==> run_1/clocks.png <==
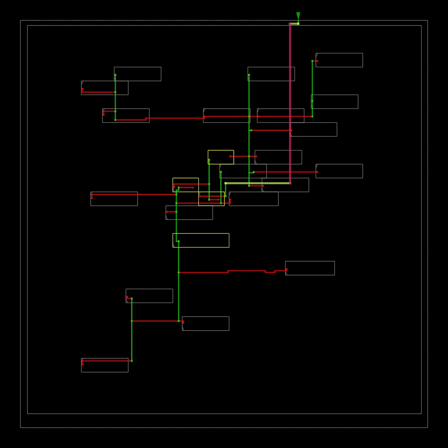
==> run_1/metal_density.png <==
Scale bar: 20 µm. The die is cut into 16 by 16 equal tiles; white is low, dark blue is high, scaled to the fullest tile. Values are wire area over tile area, all layers added.
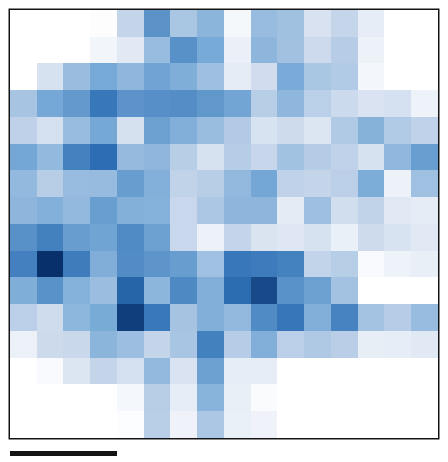
==> run_1/layer_met3.png <==
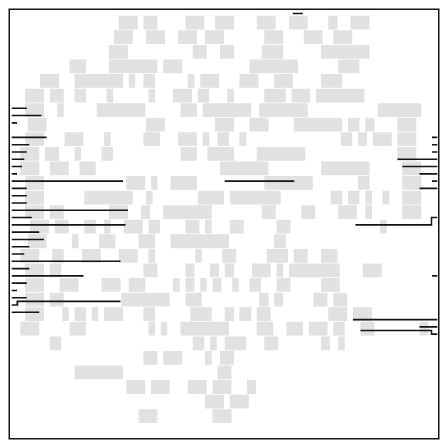
==> config.mk <==
export PLATFORM = sky130hd
export DESIGN_NAME = mux_rd_arbiter
export DESIGN_NICKNAME = d
export VERILOG_FILES = /design/src/rtl/mux_rd_arbiter.sv
export SDC_FILE = /design/constraint.sdc
export NUM_CORES = 1
export LEC_CHECK = 0
export ABC_CLOCK_PERIOD_IN_PS = 2900
export CELL_PAD_IN_SITES_DETAIL_PLACEMENT = 1
export CELL_PAD_IN_SITES_GLOBAL_PLACEMENT = 2
export CORE_UTILIZATION = 21
export CTS_CLUSTER_DIAMETER = 60
export DETAILED_ROUTE_END_ITERATION = 10
export GPL_TIMING_DRIVEN = 0
export PLACE_DENSITY = 0.8
export SLEW_MARGIN = 30
export SYNTH_ARGS = -nofsm -noshare
export SYNTH_HDL_FRONTEND = slang
export SYNTH_SLANG_ARGS = --single-unit
==> constraint.sdc <==
create_clock -name clk_i -period 2.9 [get_ports clk_i]
set_input_delay 0.29 -clock clk_i [delete_from_list [all_inputs] [get_ports clk_i]]
set_output_delay 0.29 -clock clk_i [all_outputs]
set_load 0.02 [all_outputs]
==> run summary, run 1 <==
Here are the numbers from the latest Yosys + OpenROAD run.

Per report_power, the sequential group accounts for between 20% and 30% of the total. The flow ran to the end, and the final reports show no timing, DRC or antenna violations. The largest share of the power goes to combinational logic.

The combinational gate area came out at around 670 µm². The power per unit of standard cell area is 955 mW/mm². In this run the horizontal extent of the chip is 79.9 µm. The number of setup buffers added after CTS is 0. From bottom edge to top edge, the die measures 79.9 µm. The path depth of the worst reg2reg path is 6. Post-route period utilization is reported as 93.6%.

In this run, the clock network consumes between 10 and 15% of the power. The type of element launching the critical path is an input port. Per STA, the library cell used most along the worst path is sky130_fd_sc_hd__clkdlybuf4s50_1. For reference, compound AND-OR and OR-AND cells occupy approximately 28% of the area reported after synthesis. The area fraction in mux cells is 6.09%. The total combinational power came out at 1.25 mW. The routed metal-1 wirelength is 2.05 mm.

The number of cells on the critical path came out at 8. Among all cell classes, the greatest summed area belongs to buffers. The count of non-filler cells in the finished layout is 290. The worst-case hold slack is 5.09 ps. The core region is between 0.005 and 0.006 mm². The cell-mix breakdown from Yosys lists the adder-cell area share as 0%. The slew at the pin closest to its max-slew limit came out at 536 ps. The worst path arrival time is 2420 ps. The growth of design area from synthesis to finish came out at 69.9%. The primary flip-flop cell chosen by synthesis mapping is sky130_fd_sc_hd__dfrtp_1.

Sequential cells make up between 20% and 30% of the cell area. The DRC violation total left in the routed layout is recorded as 0. The kind of cell with the highest combined delay along the critical path is buffers and inverters. The number of flops mapped to enable cells by yosys came out at 0. The number of CTS-inserted buffers is 3. Total power for the finished layout comes to about 2.1 mW.
Notes on clocks.png above:
power in the clock group: 285 µW
clock latency on the worst-skew pair: 260 ps
worst-case clock skew: 5.28 ps
flop count: 20
CTS Sinks: 20

Notes on metal_density.png above:
tiles over half the peak	20%
densest ninth of the die	west
mean over tiles	0.11
emptiest ninth of the die	south-east
final wirelength: 4.36 mm
via total after detailed routing: 1,362

Notes on layer_met3.png above:
nets with wire on the layer	42
main direction	horizontal
wire length on this layer	268 µm
longest straight run	21.4 µm
share of all routed wire	6.1%
met3 track demand over resource in global routing: 3.09%

==> run 2: changes to the inputs <==
- CORE_MARGIN: not set -> 1
- CTS_CLUSTER_SIZE: not set -> 8
==> run_2/clk_routes.png <==
Scale bar: 20 µm.
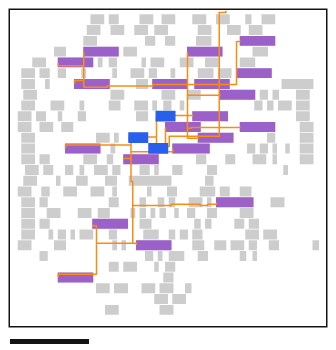
[orange] clock wires | length: 315 µm
[purple] flip-flops | count: 20
[blue] clock drivers | count: 3
routed clock nets	4
share of power burned in the clock network: 13.8%

==> run_2/layer_met3.png <==
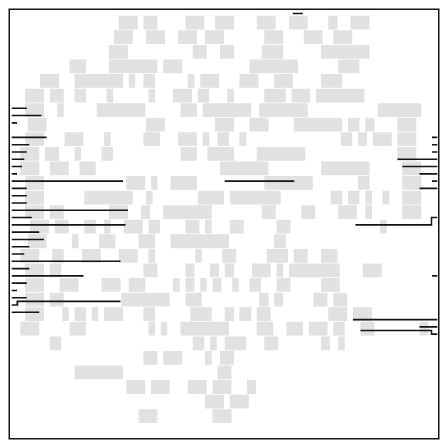
nets with wire on the layer	42
wire length on this layer	268 µm

==> run summary, run 2 <==
Here are the numbers from the latest Yosys + OpenROAD run.

The area of the core came to 0.00589 mm² (unchanged). The slew at the pin closest to its max-slew limit is 536 ps (unchanged). The worst-case hold slack is 5.09 ps (unchanged). The register fraction of the total cell area came out at 23.2% (unchanged).

The latest clock arrival within the worst-skew pair is 260 ps (about the same). Counting only logic cells after layout, the most numerous master is sky130_fd_sc_hd__clkdlybuf4s50_1. The combinational gate area is 668 µm² (unchanged). The x dimension of the die is 79.9 µm (unchanged). The dominant power group in this design is combinational logic. The area share of fa/ha/maj cells after synthesis came to 0% (unchanged). The sequential fraction of design power came out at 25.7% (about the same). The area share of buffers outside the clock network came out at 37.9%. The maximum fanout count along the critical path is 10.

The post-synthesis compound-gate area fraction came out at 27.7% (unchanged). The total combinational power is 1.25 mW (about the same). The met3 global-route usage is 3.09% (unchanged). The y dimension of the die came out at 79.9 µm (unchanged). The library cell occupying the most area in the post-synthesis netlist is sky130_fd_sc_hd__dfrtp_1.

By area, buffers come first. The type of element launching the critical path is an input port. The power per unit of standard cell area is 955 mW/mm² (unchanged). The cell chosen for the clock root is sky130_fd_sc_hd__clkbuf_8. The total number of vias was 1,362 (unchanged). The count of buffers added by post-CTS timing repair for setup is 0 (unchanged). Summing the areas of all xor and xnor instances in the mapped netlist gives 0% of the synthesized area. The final clock period utilization by the worst path is 93.6% (unchanged). The worst path arrival time is 2420 ps (about the same). The overall power consumption is 2.07 mW (unchanged). The maximum clock skew at final layout is 5.28 ps (unchanged). The number of antenna violations at the first check in global routing was 0. The commonest register cell is sky130_fd_sc_hd__dfrtp_1. The flow ran to the end, and the final reports show no timing, DRC or antenna violations. The count of non-filler cells in the finished layout is 290 (unchanged). The number of placement rows came out at 28. The DRC violation count after routing came out at 0 (unchanged). The count of sequential standard cells came out at 20 (unchanged). The path depth of the worst reg2reg path is 6 (unchanged). The routed metal-1 wirelength came out at 2.05 mm (unchanged). The number of cells on the critical path came out at 8 (unchanged). On the critical path the largest part of the delay comes from buffers and inverters.

The number of nets at floorplan is around 190. The number of CTS-inserted buffers came out at 3 (unchanged). TritonCTS built the clock tree. The clock sink count is 20 (unchanged). The power in the clock group came out at 285 µW (about the same). The yosys cell count is 138. The area fraction in mux cells was 6.09% (unchanged). The final routed wirelength across all metal layers is 4.36 mm (unchanged).

The number of flops mapped to enable cells by yosys was 0 (unchanged).
Power figures rest on the tool's default switching activity, not on a simulated workload.
